Figure 1. M1 wires (run 1).
The bar under the picture is 20 um long. Cells faint in the background.
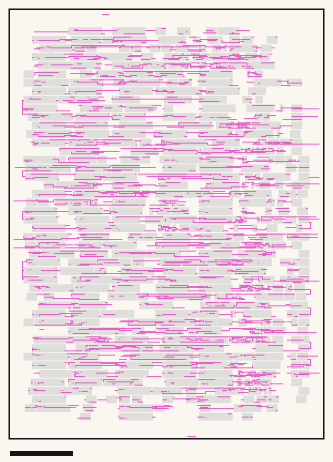
Figure 2. M2 wires (run 1).
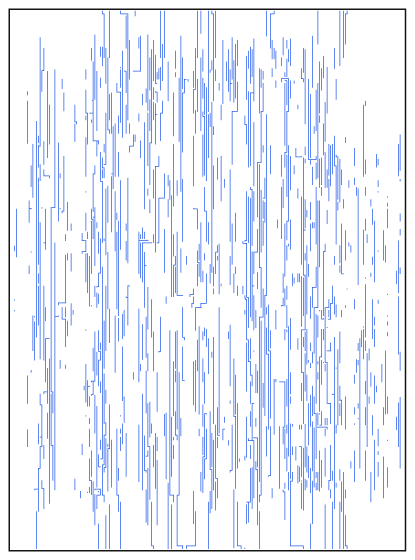
Figure 3. M3 wires (run 1).
The bar under the picture is 20 um long.
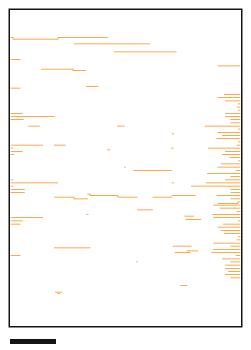
Figure 4. M4 wires (run 1).
The bar under the picture is 20 um long.
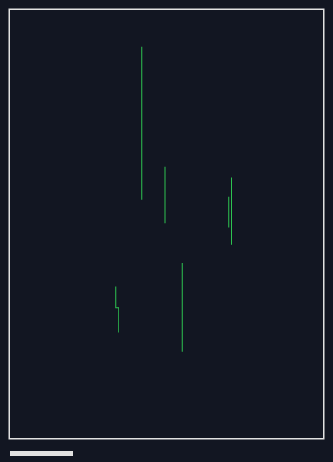
==> config.mk <==
export PLATFORM = sky130hd
export DESIGN_NAME = psion_fb_arbiter
export DESIGN_NICKNAME = d
export VERILOG_FILES = /design/src/rtl/psion_pkg.sv /design/src/rtl/psion_fb_wfifo.sv /design/src/rtl/psion_fb_arbiter.sv
export SDC_FILE = /design/constraint.sdc
export NUM_CORES = 1
export LEC_CHECK = 0
export CORE_ASPECT_RATIO = 1.4
export CORE_MARGIN = 4
export CORE_UTILIZATION = 57
export CTS_BUF_LIST = sky130_fd_sc_hd__clkbuf_4 sky130_fd_sc_hd__clkbuf_8 sky130_fd_sc_hd__clkbuf_16
export CTS_CLUSTER_SIZE = 40
export DETAILED_ROUTE_END_ITERATION = 12
export PLACE_DENSITY_LB_ADDON = 0.1
export SLEW_MARGIN = 20
export SYNTH_ARGS = -nofsm -noshare
export SYNTH_HDL_FRONTEND = slang
export SYNTH_SLANG_ARGS = --single-unit
==> constraint.sdc <==
create_clock -name clk -period 7.2 [get_ports clk]
set_input_delay 1.08 -clock clk [delete_from_list [all_inputs] [get_ports clk]]
set_output_delay 1.08 -clock clk [all_outputs]
set_load 0.005 [all_outputs]
==> src/rtl/psion_pkg.sv <==
// Shared constants and types for the Psion frame-buffer arbiter.
package psion_pkg;

  localparam int FB_ADDR_W = 14;
  localparam int FB_DATA_W = 16;
  localparam int FB_WORDS  = 9600;

  // Arbiter state encoding; also the RAM command presented this cycle.
  localparam logic [1:0] ST_IDLE = 2'd0;
  localparam logic [1:0] ST_RD   = 2'd1;
  localparam logic [1:0] ST_WR   = 2'd2;

  // One buffered host write.
  typedef struct packed {
    logic [FB_ADDR_W-1:0] addr;
    logic [FB_DATA_W-1:0] data;
  } wr_entry_t;

endpackage

==> src/rtl/psion_fb_wfifo.sv <==
// Synchronous host-write FIFO. Push is ignored when full and pop is
// ignored when empty, so a push and a pop at full can never collide.
module psion_fb_wfifo
  import psion_pkg::*;
#(
  parameter int DEPTH = 4
) (
  input  logic                   clk,
  input  logic                   reset,
  input  logic                   push_i,
  input  wr_entry_t              push_data_i,
  input  logic                   pop_i,
  output wr_entry_t              head_o,
  output logic                   full_o,
  output logic                   empty_o,
  output logic [$clog2(DEPTH):0] count_o
);

  localparam int PTR_W = $clog2(DEPTH);

  wr_entry_t        mem_q [DEPTH];
  logic [PTR_W-1:0] wr_ptr_q, rd_ptr_q;
  logic [PTR_W:0]   count_q;
  logic             push_ok, pop_ok;

  assign full_o  = (count_q == (PTR_W+1)'(DEPTH));
  assign empty_o = (count_q == '0);
  assign push_ok = push_i && !full_o;
  assign pop_ok  = pop_i && !empty_o;
  assign head_o  = mem_q[rd_ptr_q];
  assign count_o = count_q;

  // Storage needs no reset; stale entries are unreachable once pointers clear.
  always_ff @(posedge clk) begin
    if (push_ok) mem_q[wr_ptr_q] <= push_data_i;
  end

  // Pointers and occupancy; DEPTH is a power of two so pointers wrap naturally.
  always_ff @(posedge clk or posedge reset) begin
    if (reset) begin
      wr_ptr_q <= '0;
      rd_ptr_q <= '0;
      count_q  <= '0;
    end else begin
      if (push_ok) wr_ptr_q <= wr_ptr_q + PTR_W'(1);
      if (pop_ok)  rd_ptr_q <= rd_ptr_q + PTR_W'(1);
      case ({push_ok, pop_ok})
        2'b10:   count_q <= count_q + (PTR_W+1)'(1);
        2'b01:   count_q <= count_q - (PTR_W+1)'(1);
        default: count_q <= count_q;
      endcase
    end
  end

endmodule

==> src/rtl/psion_fb_arbiter.sv <==
// Frame-buffer RAM arbiter: display reads versus buffered host writes,
// with a starvation limit so queued writes eventually get through.
//
// state   | meaning
// --------+-------------------------------------------
// ST_IDLE | no RAM command this cycle (ram_we = 0)
// ST_RD   | read command on RAM outputs (rd_gnt = 1)
// ST_WR   | FIFO head write on RAM outputs (ram_we = 1)
module psion_fb_arbiter
  import psion_pkg::*;
#(
  parameter int FIFO_DEPTH   = 4,
  parameter int STARVE_LIMIT = 8
) (
  input  logic                        clk,
  input  logic                        reset,
  input  logic                        rd_req,
  input  logic [FB_ADDR_W-1:0]        rd_addr,
  output logic                        rd_gnt,
  output logic                        rd_valid,
  output logic [FB_DATA_W-1:0]        rd_data,
  input  logic                        wr_valid,
  output logic                        wr_ready,
  input  logic [FB_ADDR_W-1:0]        wr_addr,
  input  logic [FB_DATA_W-1:0]        wr_data,
  output logic [FB_ADDR_W-1:0]        ram_addr,
  output logic [FB_DATA_W-1:0]        ram_wdata,
  output logic                        ram_we,
  input  logic [FB_DATA_W-1:0]        ram_rdata,
  output logic [$clog2(FIFO_DEPTH):0] wr_pending
);

  localparam int               SC_W       = $clog2(STARVE_LIMIT + 1);
  localparam logic [SC_W-1:0]  STARVE_MAX = SC_W'(STARVE_LIMIT);

  logic [1:0]           state_q, state_d;
  logic [SC_W-1:0]      starve_cnt_q, starve_cnt_d;
  logic [FB_ADDR_W-1:0] ram_addr_q, ram_addr_d;
  logic [FB_DATA_W-1:0] ram_wdata_q, ram_wdata_d;
  logic                 rd_valid_q;
  logic                 do_rd, do_wr;

  wr_entry_t push_entry, head;
  logic      fifo_full, fifo_empty;

  assign push_entry = '{addr: wr_addr, data: wr_data};

  psion_fb_wfifo #(.DEPTH(FIFO_DEPTH)) u_wfifo (
    .clk         (clk),
    .reset       (reset),
    .push_i      (wr_valid),
    .push_data_i (push_entry),
    .pop_i       (do_wr),
    .head_o      (head),
    .full_o      (fifo_full),
    .empty_o     (fifo_empty),
    .count_o     (wr_pending)
  );

  // Pick this cycle's command; the head write also pops the FIFO right away.
  always_comb begin
    do_wr        = !fifo_empty && (!rd_req || (starve_cnt_q == STARVE_MAX));
    do_rd        = rd_req && !do_wr;
    state_d      = do_wr ? ST_WR : (do_rd ? ST_RD : ST_IDLE);
    ram_addr_d   = ram_addr_q;
    ram_wdata_d  = ram_wdata_q;
    starve_cnt_d = starve_cnt_q;
    if (do_wr) begin
      ram_addr_d  = head.addr;
      ram_wdata_d = head.data;
    end else if (do_rd) begin
      ram_addr_d  = rd_addr;
    end
    // Reads only count as starving a write when one is actually waiting.
    if (do_wr || fifo_empty) begin
      starve_cnt_d = '0;
    end else if (do_rd && (starve_cnt_q != STARVE_MAX)) begin
      starve_cnt_d = starve_cnt_q + SC_W'(1);
    end
  end

  // Register the command; reset also kills any read granted in flight.
  always_ff @(posedge clk or posedge reset) begin
    if (reset) begin
      state_q      <= ST_IDLE;
      starve_cnt_q <= '0;
      ram_addr_q   <= '0;
      ram_wdata_q  <= '0;
      rd_valid_q   <= 1'b0;
    end else begin
      state_q      <= state_d;
      starve_cnt_q <= starve_cnt_d;
      ram_addr_q   <= ram_addr_d;
      ram_wdata_q  <= ram_wdata_d;
      rd_valid_q   <= (state_q == ST_RD);
    end
  end

  assign rd_gnt    = (state_q == ST_RD);
  assign ram_we    = (state_q == ST_WR);
  assign ram_addr  = ram_addr_q;
  assign ram_wdata = ram_wdata_q;
  assign rd_valid  = rd_valid_q;
  // RAM data arrives the cycle after the command, so it is passed straight through.
  assign rd_data   = rd_valid_q ? ram_rdata : '0;
  assign wr_ready  = !fifo_full;

endmodule

==> impl_metrics.yaml, run 1 <==
# implementation run metrics
setup_path:
  slowest_delay_ps: 500
  rr_startpoint: "starve_cnt_q[0]$_DFFE_PP0P_"
  required_ps: 6120
  cp.arrival_ps: 2170
  cp_max_fo: 1
  worst-path-buf-inv: 2
  crit_path_start_kind: "input port"
  regToRegEndpoint: "u_wfifo.count_o[2]$_DFFE_PP0P_"
  crit_family: "buffers and inverters"
  startpoint: "ram_rdata[7]"
  crit_end: "rd_data[7]"
  reg2reg_setup_slack_ps: 4350
detailed_routing:
  drtIter0Drc: 172
  wl_met3_um: 786
  ant_nets: 0
  drc: 0
  highest_layer: "met4"
  viasPerCell: 5.639
  wl_met1_um: 4900
  wl_met2_um: 6852
synth:
  ys_sh_mux_pct: 14.79
  ys_top_logic_family: "multiplexers"
  syn_nets: 436
  xor_share_pct: 1.051
  async_flop_share_pct: 26.83
  ys_sh_adder_pct: 1.614
  yosys_most_used_dff: "edfxtp_1"
  seq_area_frac_synth_pct: 70.58
  ys_cells: 364
  synth_top_cell_by_count: "edfxtp_1"
power:
  p_clk_share_pct: 31.2
  p_int_mw: 2.471
  power-top-group: "sequential cells"
  powerSeq_mw: 1.43
  seq_power_share_pct: 42.4
  p_per_area_mw_per_mm2: 390.1
  pg_comb_mw: 0.886
  combPwrFrac_pct: 26.4
global_route:
  grt.met1_usage_pct: 23.63
  grt_pass1_wl_um: 20240
  grt_pass1_vias: 3789
  antenna_found_initial: 0
layout:
  final_common_cell: "edfxtp_1"
  biggestCellCategory: "flip-flops and latches"
  finalCoreUtilization_pct: 75.63
  ff_count: 164
  nonClkBufAreaFrac_pct: 13.73
  clock_area_share_pct: 8.116
  final-instance-count-excl-fill: 642
  lay_top_cells: "edfxtp_1, clkdlybuf4s50_1, dfrtp_1, mux4_1, inv_1"
  nMultiInputCombCells: 158
  sh_seq_area_pct: 54.60
  diodes: 0
  sh_comb_area_pct: 20.37
  buffers_excl_clock: 119
  fin_nets: 557
final_timing:
  relSlewSlack_pct: 33.96
  final-setup-viol-count: 0
  final_hold_viol_count: 0
  hold_slack_ps: 430.9
  finalSetupTns_ps: 0
worst_hold_path:
  whs_path_depth: 1
  hold_end: "rd_valid$_DFF_PP0_"
run_status:
  outcome: "completed"
floorplan:
  rows: 46
  die_h_um: 135.9
  ios: 117
  core_area_mm2: 0.01140
  die_w_um: 99.39
  initCoreUtil_pct: 58.49
clock_tree:
  ctsResizeCount: 0
  cts_tree: "yes"
  hold_buffers: 0
  clock_latency_ps: 410
placed_design:
  place_area_mm2: 0.007919
  dpl_worst_slack_ps: 3600
  dp_hpwl_um: 7592
About Figure 1:
longest straight run: 42.2 um
main direction: horizontal
nets with wire on the layer: 489
wire length on this layer: 4900 um

About Figure 2:
wire length on this layer: 6850 um
longest straight run: 62.2 um

About Figure 3:
longest straight run: 32.2 um
main direction: horizontal
nets with wire on the layer: 95
share of all routed wire: 6.2%
wire length on this layer: 787 um

About Figure 4:
wire length on this layer: 140 um
share of all routed wire: 1.1%
main direction: vertical
nets with wire on the layer: 4
longest straight run: 48.3 um

Figure 5. Clock routing (run 1).
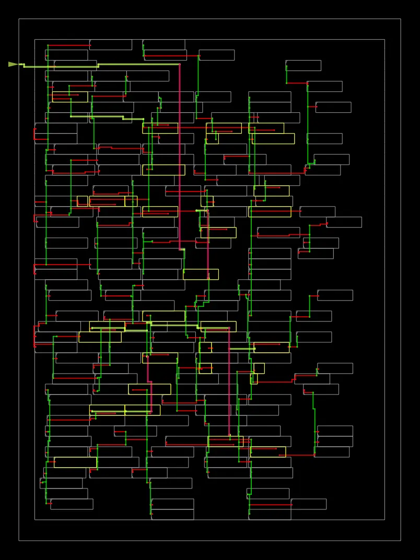

==> run 1 -> run 2 <==
--- a/config.mk
+++ b/config.mk
@@ -7,7 +7,7 @@
 export LEC_CHECK = 0
 export CORE_ASPECT_RATIO = 1.4
 export CORE_MARGIN = 4
-export CORE_UTILIZATION = 57
+export CORE_UTILIZATION = 47
 export CTS_BUF_LIST = sky130_fd_sc_hd__clkbuf_4 sky130_fd_sc_hd__clkbuf_8 sky130_fd_sc_hd__clkbuf_16
 export CTS_CLUSTER_SIZE = 40
 export DETAILED_ROUTE_END_ITERATION = 12
==> constraint.sdc (replaced) <==
create_clock -name clk -period 2.76 [get_ports clk]
set_input_delay 0.414 -clock clk [delete_from_list [all_inputs] [get_ports clk]]
set_output_delay 0.414 -clock clk [all_outputs]
set_load 0.005 [all_outputs]
Figure 6. Clock routing (run 2).
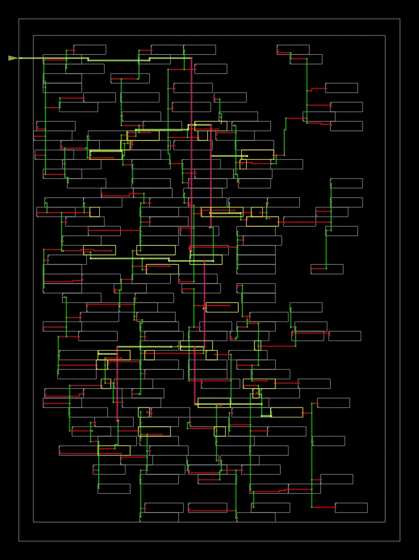
flop count: 164
number of clock sinks: 164

Figure 7. M1 wires (run 2).
The bar under the picture is 20 um long. Cells faint in the background.
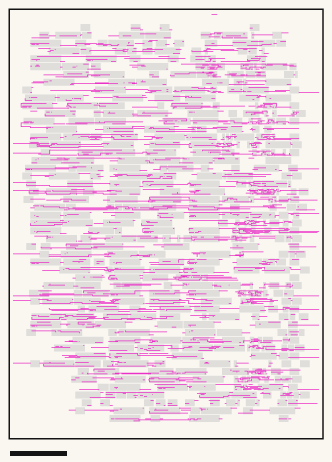
nets with wire on the layer: 499
share of all routed wire: 38%
longest straight run: 32.2 um
wire length on this layer: 5020 um

Figure 8. M2 wires (run 2).
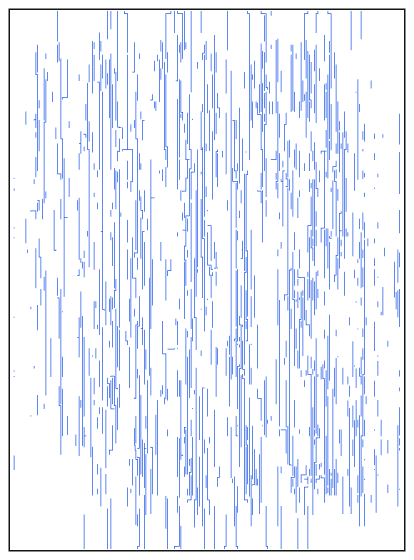
DR vias: 3637
Routed Wire Length: 13090 um
GRT met2 Usage: 30.97%

==> run 2 against run 1 <==
Routed wire length is 3.2% higher. Largest power group unchanged. Synthesized cell count stayed put. Combinational power went up to 2.8 times the previous value. Power is 150% higher. Critical path depth is 6 higher. Critical path type is now reg2reg. Largest cell class unchanged. Via count is 0.47% higher. Global-route usage is 2.8 points lower.
==> impl_metrics.yaml, run 2 <==
# implementation run metrics
run_status:
  outcome: "completed"
detailed_routing:
  wl_met3_um: 812
  drtIter0Drc: 147
  highest_layer: "met4"
  wl_met1_um: 5024
  wl_met2_um: 7104
  drc: 0
setup_path:
  crit_end: "u_wfifo.count_o[2]$_DFFE_PP0P_"
  reg2reg_setup_slack_ps: 490
  crit_path_start_kind: "flip-flop"
  slowest_delay_ps: 460
  worst-path-buf-inv: 2
  regToRegEndpoint: "u_wfifo.count_o[2]$_DFFE_PP0P_"
  required_ps: 3100
  crit_family: "simple AND/OR/NAND/NOR gates"
  cp_max_fo: 6
power:
  combPwrFrac_pct: 29.8
  seq_power_share_pct: 43.9
  powerSeq_mw: 3.67
  pg_comb_mw: 2.49
  p_int_mw: 5.997
  power-top-group: "sequential cells"
layout:
  sh_comb_area_pct: 20.27
  biggestCellCategory: "flip-flops and latches"
  nMultiInputCombCells: 158
  fin_nets: 568
  sh_seq_area_pct: 54.33
  final-instance-count-excl-fill: 694
  lay_top_cells: "edfxtp_1, clkdlybuf4s50_1, dfrtp_1, mux4_1, inv_1"
  final_common_cell: "edfxtp_1"
  clock_area_share_pct: 6.457
  finalCoreUtilization_pct: 62.27
synth:
  ys_top_logic_family: "multiplexers"
  ys_sh_adder_pct: 1.614
  async_flop_share_pct: 26.83
  seq_area_frac_synth_pct: 70.58
  yosys_most_used_dff: "edfxtp_1"
final_timing:
  hold_slack_ps: 426.8
  relSlewSlack_pct: 54.52
  final_hold_viol_count: 0
  final-setup-viol-count: 0
  finalSetupTns_ps: 0
clock_tree:
  clock_latency_ps: 410
  cts_tree: "yes"
  hold_buffers: 0
floorplan:
  die_w_um: 108.6
  rows: 51
  initCoreUtil_pct: 47.91
  core_area_mm2: 0.01391
  die_h_um: 148.9
  ios: 117
worst_hold_path:
  whs_path_depth: 1
  hold_end: "rd_valid$_DFF_PP0_"
placed_design:
  dpl_worst_slack_ps: 487.3
global_route:
  grt.met1_usage_pct: 19.26
No activity file was given, so power comes from the tool's default toggle rates.
